### Placed standard cells

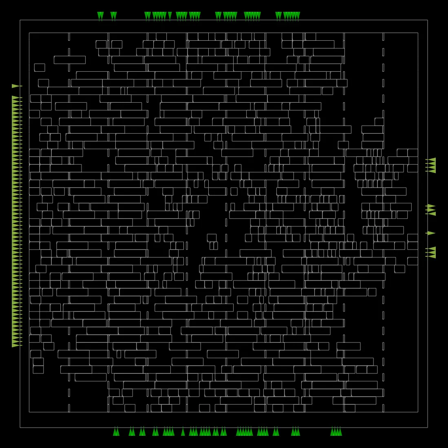
### Signal metal coverage by tile

29 x 29 tiles, from black (low) to pale yellow (high), scaled to the fullest tile. Values are wire area over tile area, all layers added.
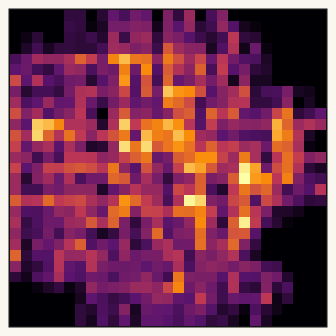
File: src/rtl/core_debug_tx.sv
// ============================================================================
// Module   : core_debug_tx
// Brief    : Snapshots core state (PC, IR, flags, R0..R7) and streams it as a
//            21-byte 8N1 serial frame for the lab host.
// Revision : 1.0 - initial release
// ============================================================================
`default_nettype none

module core_debug_tx #(
    parameter int          CLKS_PER_BIT = 434,
    parameter logic [7:0]  HEADER       = 8'hA5
) (
    input  logic        clock_50,
    input  logic        reset,
    input  logic        snap,
    input  logic [7:0]  PC,
    input  logic [15:0] IRout,
    input  logic        Cout,
    input  logic        Z,
    input  logic        N,
    input  logic [15:0] R0,
    input  logic [15:0] R1,
    input  logic [15:0] R2,
    input  logic [15:0] R3,
    input  logic [15:0] R4,
    input  logic [15:0] R5,
    input  logic [15:0] R6,
    input  logic [15:0] R7,
    output logic        tx,
    output logic        busy,
    output logic        done
);

    localparam int              BAUD_W      = (CLKS_PER_BIT > 1) ? $clog2(CLKS_PER_BIT) : 1;
    localparam logic [BAUD_W-1:0] BAUD_LAST = BAUD_W'(CLKS_PER_BIT - 1);
    localparam int              FRAME_BYTES = 21;
    localparam logic [4:0]      LAST_IDX    = 5'd20;

    typedef enum logic [1:0] {
        S_IDLE  = 2'd0,
        S_START = 2'd1,
        S_DATA  = 2'd2,
        S_STOP  = 2'd3
    } state_t;

    state_t              r_state, w_state_nxt;
    logic [4:0]          r_idx, w_idx_nxt;
    logic [2:0]          r_bit, w_bit_nxt;
    logic [BAUD_W-1:0]   r_baud, w_baud_nxt;
    logic                r_tx, w_tx_nxt;
    logic                r_busy, w_busy_nxt;
    logic                r_done, w_done_nxt;
    logic                w_load;
    logic                w_bit_end;
    logic [7:0]          w_cur_byte;

    logic [7:0]          r_shadow [FRAME_BYTES];
    logic [7:0]          w_frame  [FRAME_BYTES];
    logic [15:0]         w_regs   [8];

    assign w_regs = '{R0, R1, R2, R3, R4, R5, R6, R7};

    assign w_frame[0] = HEADER;
    assign w_frame[1] = PC;
    assign w_frame[2] = IRout[15:8];
    assign w_frame[3] = IRout[7:0];
    assign w_frame[4] = {5'b0, Cout, Z, N};

    // Registers are sent big-endian, two bytes each, starting at index 5.
    for (genvar k = 0; k < 8; k++) begin : g_reg_bytes
        assign w_frame[5 + 2*k] = w_regs[k][15:8];
        assign w_frame[6 + 2*k] = w_regs[k][7:0];
    end

    assign w_bit_end  = (r_baud == BAUD_LAST);
    assign w_cur_byte = r_shadow[r_idx];

    always_comb begin
        w_state_nxt = r_state;
        w_idx_nxt   = r_idx;
        w_bit_nxt   = r_bit;
        w_baud_nxt  = r_baud;
        w_tx_nxt    = r_tx;
        w_busy_nxt  = r_busy;
        w_done_nxt  = 1'b0;
        w_load      = 1'b0;

        unique case (r_state)
            S_IDLE: begin
                if (snap) begin
                    w_load      = 1'b1;
                    w_state_nxt = S_START;
                    w_busy_nxt  = 1'b1;
                    w_tx_nxt    = 1'b0;
                    w_idx_nxt   = 5'd0;
                    w_bit_nxt   = 3'd0;
                    w_baud_nxt  = '0;
                end
            end
            S_START: begin
                if (w_bit_end) begin
                    w_state_nxt = S_DATA;
                    w_baud_nxt  = '0;
                    w_bit_nxt   = 3'd0;
                    w_tx_nxt    = w_cur_byte[0];
                end else begin
                    w_baud_nxt  = r_baud + BAUD_W'(1);
                end
            end
            S_DATA: begin
                if (w_bit_end) begin
                    w_baud_nxt = '0;
                    if (r_bit == 3'd7) begin
                        w_state_nxt = S_STOP;
                        w_tx_nxt    = 1'b1;
                    end else begin
                        w_bit_nxt   = r_bit + 3'd1;
                        w_tx_nxt    = w_cur_byte[r_bit + 3'd1];
                    end
                end else begin
                    w_baud_nxt = r_baud + BAUD_W'(1);
                end
            end
            S_STOP: begin
                if (w_bit_end) begin
                    w_baud_nxt = '0;
                    if (r_idx == LAST_IDX) begin
                        w_state_nxt = S_IDLE;
                        w_busy_nxt  = 1'b0;
                        w_done_nxt  = 1'b1;
                        w_idx_nxt   = 5'd0;
                    end else begin
                        w_state_nxt = S_START;
                        w_idx_nxt   = r_idx + 5'd1;
                        w_tx_nxt    = 1'b0;
                    end
                end else begin
                    w_baud_nxt = r_baud + BAUD_W'(1);
                end
            end
            default: begin
                w_state_nxt = S_IDLE;
            end
        endcase
    end

    always_ff @(posedge clock_50) begin
        if (reset) begin
            r_state <= S_IDLE;
            r_idx   <= 5'd0;
            r_bit   <= 3'd0;
            r_baud  <= '0;
            r_tx    <= 1'b1;
            r_busy  <= 1'b0;
            r_done  <= 1'b0;
        end else begin
            r_state <= w_state_nxt;
            r_idx   <= w_idx_nxt;
            r_bit   <= w_bit_nxt;
            r_baud  <= w_baud_nxt;
            r_tx    <= w_tx_nxt;
            r_busy  <= w_busy_nxt;
            r_done  <= w_done_nxt;
        end
    end

    // The shadow only matters once a frame is accepted, so it carries no reset.
    always_ff @(posedge clock_50) begin
        if (w_load && !reset) begin
            for (int i = 0; i < FRAME_BYTES; i++) begin
                r_shadow[i] <= w_frame[i];
            end
        end
    end

    assign tx   = r_tx;
    assign busy = r_busy;
    assign done = r_done;

endmodule

`default_nettype wire

File: config.mk
export PLATFORM = sky130hd
export DESIGN_NAME = core_debug_tx
export DESIGN_NICKNAME = d
export VERILOG_FILES = /design/src/rtl/core_debug_tx.sv
export SDC_FILE = /design/constraint.sdc
export NUM_CORES = 1
export LEC_CHECK = 0
export CAP_MARGIN = 20
export CORE_MARGIN = 3
export CORE_UTILIZATION = 40
export DETAILED_ROUTE_END_ITERATION = 10
export PLACE_DENSITY = 0.63
export RECOVER_POWER = 100
export SLEW_MARGIN = 15
export SYNTH_ARGS = -nofsm -noshare
export SYNTH_HDL_FRONTEND = slang
export SYNTH_SLANG_ARGS = --single-unit
File: constraint.sdc
create_clock -name clock_50 -period 24.7 [get_ports clock_50]
set_input_delay 2.47 -clock clock_50 [delete_from_list [all_inputs] [get_ports clock_50]]
set_output_delay 2.47 -clock clock_50 [all_outputs]
set_load 0.01 [all_outputs]
==> report_table.html <==
<h2>Implementation results</h2>
<table>
<tr><th>Metric</th><th>Value</th></tr>
<tr><th colspan="2">Setup path</th></tr>
<tr><td>Buffer and inverter count on the worst path</td><td>3</td></tr>
<tr><td>Critical path data arrival time</td><td>7.03 ns</td></tr>
<tr><td>Startpoint type of the worst setup path</td><td>input pin</td></tr>
<tr><td>CP Data Required Time</td><td>24.64 ns</td></tr>
<tr><td>Internal reg-to-reg setup slack</td><td>19.65 ns</td></tr>
<tr><td>Worst path max stage delay</td><td>2.57 ns</td></tr>
<tr><td>Logic depth of the worst register-to-register path</td><td>6</td></tr>
<tr><td>R2R Path Start</td><td>r_state[0]</td></tr>
<tr><td>Kind of end point of the critical path</td><td>register</td></tr>
<tr><td>Crit. path cell count</td><td>4</td></tr>
<tr><th colspan="2">Global routing</th></tr>
<tr><td>Largest net degree at the start of global routing</td><td>91</td></tr>
<tr><td>Antenna violations before repair</td><td>1</td></tr>
<tr><td>Vias in the first global route</td><td>4670</td></tr>
<tr><th colspan="2">Worst hold path</th></tr>
<tr><td>Hold EP</td><td>busy</td></tr>
<tr><td>Critical hold path startpoint</td><td>busy</td></tr>
<tr><td>Cell depth of the worst min-delay path</td><td>2</td></tr>
<tr><th colspan="2">Pwr</th></tr>
<tr><td>Comb pwr</td><td>0.133 mW</td></tr>
<tr><td>Sequential group share of total power</td><td>49.6%</td></tr>
<tr><td>Reported sequential group power</td><td>0.400 mW</td></tr>
<tr><td>Max IR drop VDD</td><td>0.0445 mV</td></tr>
<tr><td>Power density of the placed cells</td><td>81.2 nW/µm²</td></tr>
<tr><td>P_sw</td><td>0.201 mW</td></tr>
<tr><td>Share of total power in combinational logic</td><td>16.4%</td></tr>
<tr><td>Heaviest power group</td><td>sequential cells</td></tr>
<tr><th colspan="2">Final timing</th></tr>
<tr><td>Number of pins with negative max-slew slack in the final report</td><td>135</td></tr>
<tr><td>Worst-case setup margin in the final layout</td><td>17.61 ns</td></tr>
<tr><td>Worst rel slew slack</td><td>-137%</td></tr>
<tr><td>RSZ-0062 raised after global routing</td><td>no</td></tr>
<tr><td>Post-route clock skew</td><td>0.0203 ns</td></tr>
<tr><th colspan="2">Synthesis</th></tr>
<tr><td>Mux share</td><td>11.8%</td></tr>
<tr><td>Commonest cells in the synthesized netlist</td><td>sky130_fd_sc_hd__edfxtp_1 (155), sky130_fd_sc_hd__mux2i_1 (32), sky130_fd_sc_hd__nand2_1 (29)</td></tr>
<tr><td>Syn_nets</td><td>642</td></tr>
<tr><td>Part of the Yosys area used for sequential elements</td><td>69.0%</td></tr>
<tr><td>Portion of synthesized cell area occupied by the leading cell type</td><td>61.8%</td></tr>
<tr><th colspan="2">Drt</th></tr>
<tr><td>Drt first pass iters</td><td>5</td></tr>
<tr><td>Vias per inst</td><td>5.14</td></tr>
<tr><td>Via total after detailed routing</td><td>4515</td></tr>
<tr><th colspan="2">Job</th></tr>
<tr><td>Max-cap check violation count</td><td>2</td></tr>
<tr><th colspan="2">Layout</th></tr>
<tr><td>Nets</td><td>805</td></tr>
<tr><td>Layout-stage area growth over the synthesis result</td><td>32.0%</td></tr>
<tr><th colspan="2">Place</th></tr>
<tr><td>Area of placed instances</td><td>9350 µm²</td></tr>
<tr><td>Dpl hpwl</td><td>11600 µm</td></tr>
<tr><td>DP Cell Count</td><td>845</td></tr>
<tr><th colspan="2">Clocking</th></tr>
<tr><td>Clock transition time at the flip-flop clock pins of the worst setup and hold paths</td><td>0.07 ns</td></tr>
<tr><td>Clock Root Buffer</td><td>sky130_fd_sc_hd__clkbuf_16</td></tr>
<tr><td>Buffers inserted by post-CTS timing repair</td><td>0</td></tr>
<tr><td>Number of gates resized after cts</td><td>0</td></tr>
<tr><th colspan="2">Run status</th></tr>
<tr><td>Failing checks</td><td>max-capacitance violations, max-slew violations</td></tr>
<tr><td>Status</td><td>finished with violations</td></tr>
<tr><th colspan="2">Floorplan</th></tr>
<tr><td>Die width</td><td>143 µm</td></tr>
</table>
Back to the opening pictures, 'Placed standard cells':
Cell Rows: 49
filler cell count: 1446
number of non-filler instances in the completed layout: 879

Back to the opening pictures, 'Signal metal coverage by tile':
fullest tile	0.41
nearly empty tiles	16%
tiles over half the peak	19%
densest ninth of the die	middle
mean over tiles	0.13

-- sequential cells by signal, summed over array words and instances (netlist names), named ones only --
register	cells
busy	1
r_idx	5
r_state	2
r_bit	3
tx	1
r_baud	9
r_shadow	155
done	1
-- per-layer routing --
layer | track usage, % | share of wire (%) | routed length, µm | vias to the layer above
met4 | 5.15 | 0.84 | 139 | 0
met3 | 3.35 | 5.0 | 835 | 13
met1 | 21.7 | 43 | 7100 | 2190
met5 | 0 | 0 | 0 | -
met2 | 27.0 | 51 | 8500 | 136
li1 | - | - | - | 2176
-- area by class of cell --
type	instances	area (µm²)	area share [%]
multi-input combinational	257	2170	21.9
clock buffer	19	433	4.35
sequential	182	5200	52.3
clock inverter	13	168	1.69
antenna	1	2.50	0.0252
tap	229	287	2.88
inverter	12	45.0	0.453
timing repair buffer	166	1640	16.4
Power figures rest on the tool's default switching activity, not on a simulated workload.
